--- src/rtl/drac_pkg.sv ---
// Shared rename-stage types: physical register IDs, checkpoint versions and
// free-list pointers with a wrap bit above the index bits.
package drac_pkg;

  localparam int NUM_ISA_REGISTERS  = 32;
  localparam int NUM_PHYS_REGISTERS = 64;
  localparam int NUM_CHECKPOINTS    = 4;
  localparam int NUM_FREE           = NUM_PHYS_REGISTERS - NUM_ISA_REGISTERS;

  localparam int PHREG_W    = $clog2(NUM_PHYS_REGISTERS);
  localparam int CKPT_W     = $clog2(NUM_CHECKPOINTS);
  localparam int FREE_IDX_W = $clog2(NUM_FREE);

  typedef logic [PHREG_W-1:0]  phreg_t;
  typedef logic [CKPT_W-1:0]   checkpoint_ptr;
  typedef logic [FREE_IDX_W:0] free_ptr_t;

  function automatic free_ptr_t popcount2(input logic [1:0] v);
    return free_ptr_t'(v[0]) + free_ptr_t'(v[1]);
  endfunction

endpackage

--- src/rtl/free_list_ckpt_checkpoint_ctrl.sv ---
// Checkpoint version bookkeeping (head, tail, live count) shared with the rename table.
// Single-cycle update; a checkpoint request is ignored when no version is free.
module checkpoint_ctrl
  import drac_pkg::*;
(
  input  logic              clk_i,
  input  logic              rst_i,
  input  logic              do_checkpoint_i,
  input  logic              do_recover_i,
  input  logic              recover_commit_i,
  input  logic              delete_checkpoint_i,
  input  logic [CKPT_W-1:0] recover_checkpoint_i,
  output logic              checkpoint_en_o,
  output logic [CKPT_W-1:0] version_head_o,
  output logic              out_of_checkpoints_o
);

  logic [CKPT_W-1:0] version_head_q, version_head_d;
  logic [CKPT_W-1:0] version_tail_q, version_tail_d;
  logic [CKPT_W-1:0] num_checkpoints_q, num_checkpoints_d;

  always_comb begin
    checkpoint_en_o = do_checkpoint_i & ~do_recover_i & ~recover_commit_i &
                      (num_checkpoints_q < CKPT_W'(NUM_CHECKPOINTS-1));
    version_head_d    = version_head_q + CKPT_W'(checkpoint_en_o);
    version_tail_d    = version_tail_q + CKPT_W'(delete_checkpoint_i);
    num_checkpoints_d = num_checkpoints_q + CKPT_W'(checkpoint_en_o)
                        - CKPT_W'(delete_checkpoint_i);
    if (recover_commit_i) begin
      version_head_d    = '0;
      version_tail_d    = '0;
      num_checkpoints_d = '0;
    end else if (do_recover_i) begin
      version_head_d    = recover_checkpoint_i;
      // Version count is a power of two, so the modular difference handles wrap.
      num_checkpoints_d = recover_checkpoint_i - version_tail_q;
    end
  end

  always_ff @(posedge clk_i) begin
    if (rst_i) begin
      version_head_q    <= '0;
      version_tail_q    <= '0;
      num_checkpoints_q <= '0;
    end else begin
      version_head_q    <= version_head_d;
      version_tail_q    <= version_tail_d;
      num_checkpoints_q <= num_checkpoints_d;
    end
  end

  assign version_head_o       = version_head_q;
  assign out_of_checkpoints_o = (num_checkpoints_q == CKPT_W'(NUM_CHECKPOINTS-1));

endmodule

--- src/rtl/free_list_ckpt.sv ---
// Checkpointed circular free list of physical registers; zero-latency allocate, frees visible next cycle.
// No backpressure: allocation while empty and frees beyond capacity are dropped. Optional checks: FREE_LIST_CHECK_EN.
module free_list_ckpt
  import drac_pkg::*;
(
  input  logic                    clk_i,
  input  logic                    rst_i,
  input  logic                    read_head_i,
  input  logic [1:0]              add_free_register_i,
  input  logic [1:0][PHREG_W-1:0] old_register_i,
  input  logic [1:0]              commit_alloc_i,
  input  logic                    recover_commit_i,
  input  logic                    do_checkpoint_i,
  input  logic                    do_recover_i,
  input  logic                    delete_checkpoint_i,
  input  logic [CKPT_W-1:0]       recover_checkpoint_i,
  output logic [PHREG_W-1:0]      new_register_o,
  output logic [CKPT_W-1:0]       checkpoint_o,
  output logic                    out_of_checkpoints_o,
  output logic                    empty_o
);

  phreg_t    fifo_q [NUM_FREE];
  phreg_t    fifo_d [NUM_FREE];
  free_ptr_t head_q [NUM_CHECKPOINTS];
  free_ptr_t head_d [NUM_CHECKPOINTS];
  free_ptr_t tail_q, tail_d;
  free_ptr_t commit_head_q, commit_head_d;

  checkpoint_ptr version_head;
  checkpoint_ptr version_next;
  logic          checkpoint_en;
  free_ptr_t     cur_head;
  free_ptr_t     free_count;
  free_ptr_t     alloc_head;
  free_ptr_t     occupancy;
  logic          alloc_en;
  logic [1:0]    free_vld;
`ifdef FREE_LIST_CHECK_EN
  logic          free_drop;
`endif

  checkpoint_ctrl u_checkpoint_ctrl (
    .clk_i                (clk_i),
    .rst_i                (rst_i),
    .do_checkpoint_i      (do_checkpoint_i),
    .do_recover_i         (do_recover_i),
    .recover_commit_i     (recover_commit_i),
    .delete_checkpoint_i  (delete_checkpoint_i),
    .recover_checkpoint_i (recover_checkpoint_i),
    .checkpoint_en_o      (checkpoint_en),
    .version_head_o       (version_head),
    .out_of_checkpoints_o (out_of_checkpoints_o)
  );

  always_comb begin
    version_next   = version_head + checkpoint_ptr'(1);
    cur_head       = head_q[version_head];
    free_count     = tail_q - cur_head;
    empty_o        = (free_count == '0);
    new_register_o = fifo_q[cur_head[FREE_IDX_W-1:0]];
    alloc_en       = read_head_i & ~empty_o & ~do_recover_i & ~recover_commit_i;
    alloc_head     = cur_head + free_ptr_t'(alloc_en);

    for (int k = 0; k < 2; k++) begin
      free_vld[k] = add_free_register_i[k] & (old_register_i[k] != '0);
    end

    // Fullness uses the pre-allocation count; a same-cycle allocation does not make room.
    fifo_d    = fifo_q;
    tail_d    = tail_q;
    occupancy = free_count;
`ifdef FREE_LIST_CHECK_EN
    free_drop = 1'b0;
`endif
    for (int k = 0; k < 2; k++) begin
      if (free_vld[k]) begin
        if (occupancy >= free_ptr_t'(NUM_FREE)) begin
`ifdef FREE_LIST_CHECK_EN
          free_drop = 1'b1;
`endif
        end else begin
          fifo_d[tail_d[FREE_IDX_W-1:0]] = old_register_i[k];
          tail_d    = tail_d + free_ptr_t'(1);
          occupancy = occupancy + free_ptr_t'(1);
        end
      end
    end

    commit_head_d = commit_head_q + popcount2(commit_alloc_i);

    head_d = head_q;
    if (recover_commit_i) begin
      head_d[0] = commit_head_d;
    end else begin
      head_d[version_head] = alloc_head;
      if (checkpoint_en) begin
        head_d[version_next] = alloc_head;
      end
    end
  end

  always_ff @(posedge clk_i) begin
    if (rst_i) begin
      for (int i = 0; i < NUM_FREE; i++) begin
        fifo_q[i] <= phreg_t'(NUM_ISA_REGISTERS + i);
      end
      for (int v = 0; v < NUM_CHECKPOINTS; v++) begin
        head_q[v] <= '0;
      end
      tail_q        <= free_ptr_t'(NUM_FREE);
      commit_head_q <= '0;
    end else begin
      fifo_q        <= fifo_d;
      head_q        <= head_d;
      tail_q        <= tail_d;
      commit_head_q <= commit_head_d;
    end
  end

  assign checkpoint_o = version_head;

`ifdef FREE_LIST_CHECK_EN
  (* keep = "true" *) logic err_overflow_q;
  (* keep = "true" *) logic err_alloc_empty_q;
  (* keep = "true" *) logic err_commit_pass_q;

  free_ptr_t commit_adv;
  free_ptr_t commit_room;

  always_comb begin
    commit_adv  = commit_head_d - commit_head_q;
    commit_room = alloc_head - commit_head_q;
  end

  always_ff @(posedge clk_i) begin
    if (rst_i) begin
      err_overflow_q    <= 1'b0;
      err_alloc_empty_q <= 1'b0;
      err_commit_pass_q <= 1'b0;
    end else begin
      err_overflow_q    <= err_overflow_q | free_drop;
      err_alloc_empty_q <= err_alloc_empty_q | (read_head_i & empty_o);
      err_commit_pass_q <= err_commit_pass_q | (commit_adv > commit_room);
    end
  end
`endif

endmodule

--- config.mk ---
export PLATFORM = sky130hd
export DESIGN_NAME = free_list_ckpt
export DESIGN_NICKNAME = d
export VERILOG_FILES = /design/src/rtl/drac_pkg.sv /design/src/rtl/free_list_ckpt_checkpoint_ctrl.sv /design/src/rtl/free_list_ckpt.sv
export SDC_FILE = /design/constraint.sdc
export NUM_CORES = 1
export LEC_CHECK = 0
export CELL_PAD_IN_SITES_DETAIL_PLACEMENT = 1
export CELL_PAD_IN_SITES_GLOBAL_PLACEMENT = 1
export CORE_UTILIZATION = 52
export CTS_BUF_LIST = sky130_fd_sc_hd__clkbuf_8
export CTS_CLUSTER_DIAMETER = 200
export DETAILED_ROUTE_END_ITERATION = 8
export PLACE_DENSITY = 0.9
export REMOVE_ABC_BUFFERS = 1
export SLEW_MARGIN = 20
export SYNTH_ARGS = -nofsm -noshare
export SYNTH_HDL_FRONTEND = slang
export SYNTH_SLANG_ARGS = --single-unit
--- constraint.sdc ---
create_clock -name clk_i -period 6.6 [get_ports clk_i]
set_clock_uncertainty 0.15 [all_clocks]
set_input_delay 1.32 -clock clk_i [delete_from_list [all_inputs] [get_ports clk_i]]
set_output_delay 1.32 -clock clk_i [all_outputs]
set_load 0.01 [all_outputs]
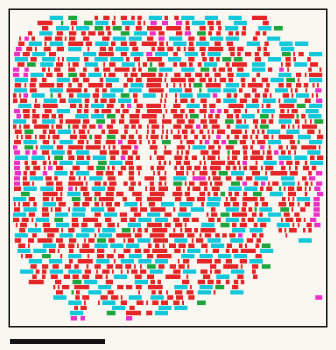
Run 1: placed cells, one colour a class
The bar under the picture is 50 um long.
| class | colour | cells |
|---|---|---|
| clock drivers and dummy loads | green | 67 |
| remaining logic cells | red | 996 |
| remaining buffers and delay cells | magenta | 67 |
| registers | cyan | 234 |
Placeable Area: 0.02621 mm^2
final core utilization: 0.5859
Post-Layout Inst Area: 0.01535 mm^2

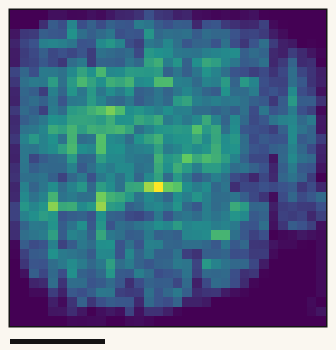
Run 1: wiring heat map
The bar under the picture is 50 um long. 33 x 33 tiles, from dark purple (low) to yellow (high), scaled to the fullest tile. Values are wire area over tile area, all layers added.
emptiest ninth of the die: bottom right
mean over tiles: 0.26
densest ninth of the die: middle
nearly empty tiles: 12%
tiles over half the peak: 14%
Global Route Usage Sum: 0.3209
DR WL/cell: 25.97 um

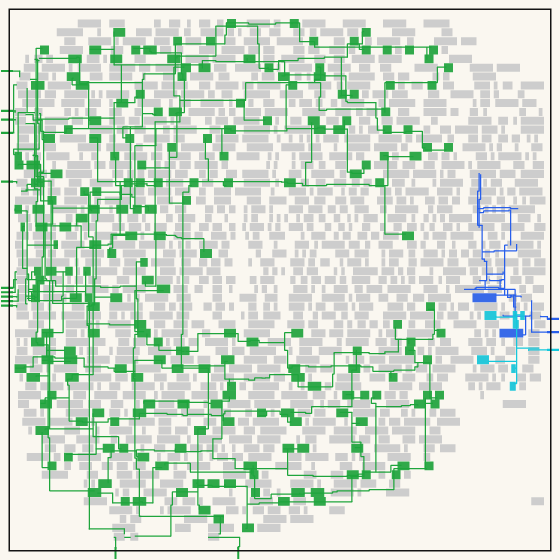
Run 1: wires at chosen ports, followed through buffers
| port | colour | bits | direction | edge | end cells | buffers | wire |
|---|---|---|---|---|---|---|---|
| do_recover_i | cyan | 1 | input | right | 7 | 1 | 52.6 um |
| checkpoint_o | blue | 2 | output | right | 2 | 2 | 220 um |
| old_register_i | green | 12 | input | 10 left, 2 bottom | 207 | 18 | 3,720 um |
# IOs: 35
PortBufs: 34

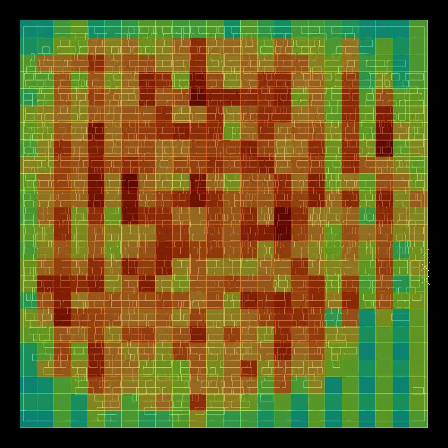
Run 1: track usage over the die
Global Route met3 Usage: 0.04457
met2 Usage GRT: 0.5515
M1 GR Usage: 0.4127

-- run 1: cells in the final DEF, fill, tap and decap left out, types with 10 or more instances in the layout --
| cell type | n |
|---|---|
| a211oi_1 | 100 |
| a211oi_2 | 11 |
| a21oi_1 | 12 |
| buf_4 | 32 |
| clkbuf_8 | 53 |
| clkdlybuf4s50_1 | 33 |
| dfxtp_1 | 234 |
| ha_1 | 22 |
| inv_1 | 31 |
| mux2_2 | 111 |
| mux2i_1 | 208 |
| mux4_2 | 65 |
| nand2_1 | 39 |
| nand4_2 | 10 |
| nor2_1 | 156 |
| nor2b_1 | 92 |
| o2111ai_1 | 13 |
| o2111ai_2 | 12 |
| xnor2_1 | 17 |
==> impl_metrics.toml, run 1 <==
# implementation run metrics
[final_layout]
area_growth_pct = 9.816
buffers = 67
sh_seq_area = 0.3051
final_cells = 1699
buffer_area_frac = 0.03919
clock_buffers = 53
comb_cells = 974
inverters = 22
num_antenna_cells = 0
drive_gt1_frac = 0.2375
clkCellAreaFrac = 0.05134

[worst_setup_path]
path_class = "flop to output port"
start_kind = "flop"
cp_top_family = "buffers and inverters"
crit_end = "empty_o"
path_cells = "mux4_2 > inv_1 > ha_1 > o2111ai_1 > a21oi_2 > nor2_1 > nor2_1 > clkdlybuf4s50_1"
path_max_fanout = 14
path_buffers = 2
reg2reg_to = "fifo_q[37]"
rrSetupSlack_ps = 900
crit_start = "u_checkpoint_ctrl.version_head_o[0]"

[route]
dr.pass1.iters = 7
drt-met1-wl_mm = 18.53
drc_errors = 3
route.met3.wl_mm = 2.617
top_layer_used = "met4"

[min_path]
hold_path_end = "head_q[15]"

[logic_synthesis]
ys_seq_share = 0.3350
yosys.cell_types.count = 59
top_cells_by_count = "dfxtp_1 (234), mux2i_1 (208), nor2_1 (160)"
synth_area_mm2 = 0.01398
ys.flop_type = "dfxtp_1"
ys_sh_mux = 0.3456
ys_async_sr_fraction = 0
ys_sh_aoi = 0.1109
largest_area_cell = "dfxtp_1"
avgSynthCellArea_um2 = 10.39

[global_route]
grt_pass1_wl_mm = 69.30
grt_pass1_vias = 12080
overflow = 0

[power]
pwr-share-clk = 0.345
p_seq_mw = 1.51
comb_power_share = 0.263
swShare = 0.3405

[floorplanning]
row_count = 59
die_w_um = 166.0

[job]
cap_violations = 0
warnings = 34

[final_timing]
slew_violations = 0
period_needed_ps = 6311
fin_crit_sh = 0.9563
fin_tns_setup_ps = 0
setup_viol = 0

[clock_tree]
post_cts_buffers = 0
clock_latency_ps = 540
cts_resized = 1
cts_buffer_depth = 3
cts_num_sinks = 234

[run_status]
status = "complete, but fails checks"
violations = "DRC"

[placement]
dp_slack_ps = 623.2
placed_cell_area_mm2 = 0.01456
placed_cells_incl_taps = 1632
==> run 1 -> run 2 <==
--- a/config.mk
+++ b/config.mk
@@ -7,11 +7,11 @@
 export LEC_CHECK = 0
 export CELL_PAD_IN_SITES_DETAIL_PLACEMENT = 1
 export CELL_PAD_IN_SITES_GLOBAL_PLACEMENT = 1
-export CORE_UTILIZATION = 52
-export CTS_BUF_LIST = sky130_fd_sc_hd__clkbuf_8
+export CORE_UTILIZATION = 50
+export CTS_BUF_LIST = sky130_fd_sc_hd__clkbuf_16
 export CTS_CLUSTER_DIAMETER = 200
 export DETAILED_ROUTE_END_ITERATION = 8
-export PLACE_DENSITY = 0.9
+export PLACE_DENSITY = 0.87
 export REMOVE_ABC_BUFFERS = 1
 export SLEW_MARGIN = 20
 export SYNTH_ARGS = -nofsm -noshare
==> constraint.sdc (replaced) <==
create_clock -name clk_i -period 6.6 [get_ports clk_i]
set_clock_uncertainty 0.15 [all_clocks]
set_input_delay 0.99 -clock clk_i [delete_from_list [all_inputs] [get_ports clk_i]]
set_output_delay 0.99 -clock clk_i [all_outputs]
set_load 0.01 [all_outputs]
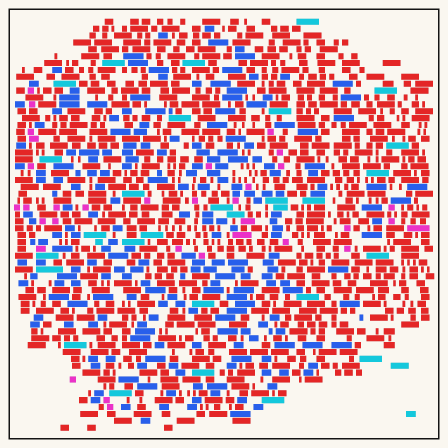
Run 2: cells by drive strength
| size | colour | cells | share |
|---|---|---|---|
| x2 | blue | 230 | 17% |
| x6 and larger | cyan | 32 | 2.4% |
| x1 and smaller | red | 1,043 | 78% |
| x3 and x4 | magenta | 33 | 2.5% |
final worst slack: 418.3 ps
Post-Layout Inst Area: 0.01537 mm^2

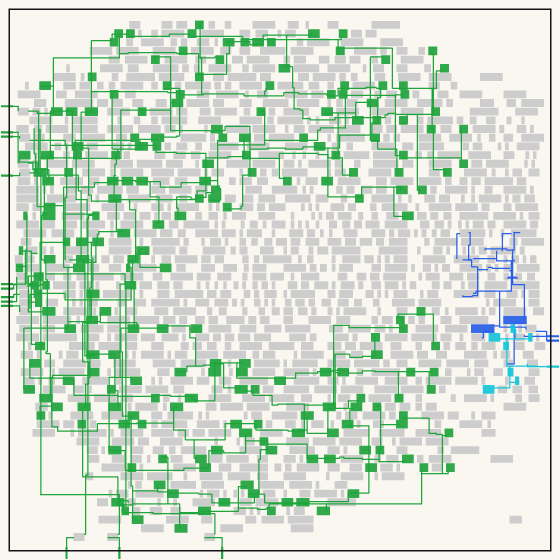
Run 2: wires at chosen ports, followed through buffers
| port | colour | bits | direction | edge | end cells | buffers | wire |
|---|---|---|---|---|---|---|---|
| checkpoint_o | blue | 2 | output | right | 2 | 2 | 209 um |
| do_recover_i | cyan | 1 | input | right | 7 | 1 | 54.8 um |
| old_register_i | green | 12 | input | 9 left, 3 bottom | 207 | 18 | 4,040 um |

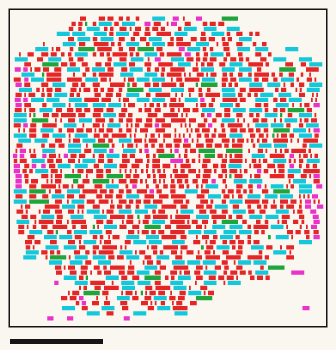
Run 2: placed cells, one colour a class
The bar under the picture is 50 um long.
| class | colour | cells |
|---|---|---|
| remaining buffers and delay cells | magenta | 64 |
| remaining logic cells | red | 996 |
| clock drivers and dummy loads | green | 44 |
| registers | cyan | 234 |
Cell Rows: 60
Placeable Area: 0.02718 mm^2

==> impl_metrics.toml, run 2 <==
# implementation run metrics
[min_path]
whs_path_depth = 2
holdCritPathClass = "flop to flop"
hp-start = "head_q[8]"
hold_path_end = "head_q[8]"

[power]
comb_power_share = 0.261
leakagePower_nw = 6.136
p_seq_mw = 1.51
power_frac_seq = 0.390
p_switching_mw = 1.306
totalPowerFinal_mw = 3.880
pwr-share-clk = 0.348
ir_worst_vdd_mv = 0.2075
power_density_mw_per_mm2 = 252.4
pg_comb_mw = 1.01
swShare = 0.3367

[clock_tree]
cts_num_sinks = 234
cts_tree = "built"
clk_pin_slew_ps = 60
clock_latency_ps = 550
cts_buffers = 26
cts_resized = 0
hold_buffers = 0
post_cts_buffers = 0
cts_buffer_depth = 3
root_buffer = "clkbuf_16"

[route]
wl_mm = 43.91
wl_per_cell_um = 25.68
dr.pass1.iters = 5
drc_errors = 0
routed_via_density = 6.413
drt-met1-wl_mm = 18.39
ant_nets = 0
top_layer_used = "met5"
drtIter0Drc = 974
vias = 10970
route.met3.wl_mm = 2.372

[global_route]
grt_antenna_before_repair = 2
grtUsageTotal = 0.3081
met1_usage = 0.3908
use_met2 = 0.5232
grt_max_degree = 143
grt_busiest_layer = "met2"
grt_pass1_vias = 11910
overflow = 0
use_met3 = 0.04711
grt_pass1_wl_mm = 68.23

[worst_setup_path]
path_class = "flop to output port"
cp.required_ps = 5460
reg2reg_to = "fifo_q[13]"
start_kind = "flop"
slowest_delay_ps = 710
crit_path_frequent_cell = "nor2_1"
path_cells = "mux4_2 > clkinv_1 > ha_1 > a21o_1 > a21oi_1 > a21oi_2 > nor2_1 > nor2_1 > clkdlybuf4s50_1"
path_max_fanout = 15
crit_arrival_ps = 5040
path_buffers = 2
cp_top_family = "buffers and inverters"
worst_path_max_delay_cell = "dfxtp_1"
worstRegToRegCells = 12
cp.depth = 9
rrSetupSlack_ps = 620

[final_layout]
nNetsFinal = 1371
top_register = "fifo_q"
fin_util = 0.5656
final_cells = 1710
area_growth_pct = 9.924
reg.largest.list = "fifo_q x192, head_q x24"
drive_gt1_frac = 0.2205
largest_register_ffs = 192
final_common_cell = "dfxtp_1"
lay_top_cells = "dfxtp_1 (234), mux2i_1 (208), nor2_1 (157)"
num_antenna_cells = 0

[logic_synthesis]
ys_async_sr_fraction = 0
area_leaders = "dfxtp_1 (34%), mux2i_1 (15%), mux4_2 (11%)"
ys_sh_mux = 0.3456
ys_cells = 1346
netlist_instances = 1346
ys_sh_aoi = 0.1109
ys.flop_type = "dfxtp_1"
largest_area_cell = "dfxtp_1"
ys_ff = 234
top_cells_by_count = "dfxtp_1 (234), mux2i_1 (208), nor2_1 (160)"
yosys.cell_types.count = 59
netlist_logic_family_top = "multiplexers"
simple_gate_area_frac = 0.1297
ys.warnings.count = 0
adder_share = 0.02255
ys_seq_share = 0.3350
edf_count = 0
ys_chip_area_mm2 = 0.01398
avgSynthCellArea_um2 = 10.39
synth_area_mm2 = 0.01398
ys_sh_xor = 0.01682

[final_timing]
slew_violations = 0
timing.fmax_mhz = 161.8
period_needed_ps = 6182
setup_viol = 0
relSlewSlack = 0.2191
holdWs_ps = 355.2
tightest_slew_ps = 1170
fin_crit_sh = 0.9366
fin_tns_setup_ps = 0
hold_viol_final = 0

[floorplanning]
pin_count = 35
die_y_um = 169.2
die_w_um = 169.2
dieArea_mm2 = 0.02864
initial_utilization = 0.5145

[placement]
dp_slack_ps = 711.6
placed_cell_area_mm2 = 0.01460
placed_cells_incl_taps = 1666
place.gp.congestion = 0.9607
portBuffers = 34

[job]
warnings = 34
cap_violations = 0

[run_status]
status = "finished clean"
[run 2: cell counts after synthesis]
No cell type changed its count.
[run 2: final cells by class]
cell class              instances  area (um^2)
clock buffers                  26        650.6
clock inverters                18        115.1
fillers                      2934        11810
inverters                      22        82.58
multi-input cells             974         8780
flip-flops and latches        234         4684
well taps                     372        465.4
repair buffers                 64        591.8
[run 2: worst max path at each step]
stage	start	end	slack, ps
after CTS	u_checkpoint_ctrl.version_head_o[0]	empty_o	430
after global placement	u_checkpoint_ctrl.version_head_o[0]	fifo_q[6]	930
after detailed placement	u_checkpoint_ctrl.version_head_o[0]	fifo_q[13]	710
final	u_checkpoint_ctrl.version_head_o[0]	empty_o	420
after floorplan	u_checkpoint_ctrl.version_head_o[0]	fifo_q[13]	200
after global routing	u_checkpoint_ctrl.version_head_o[0]	empty_o	50
No activity file was given, so power comes from the tool's default toggle rates.
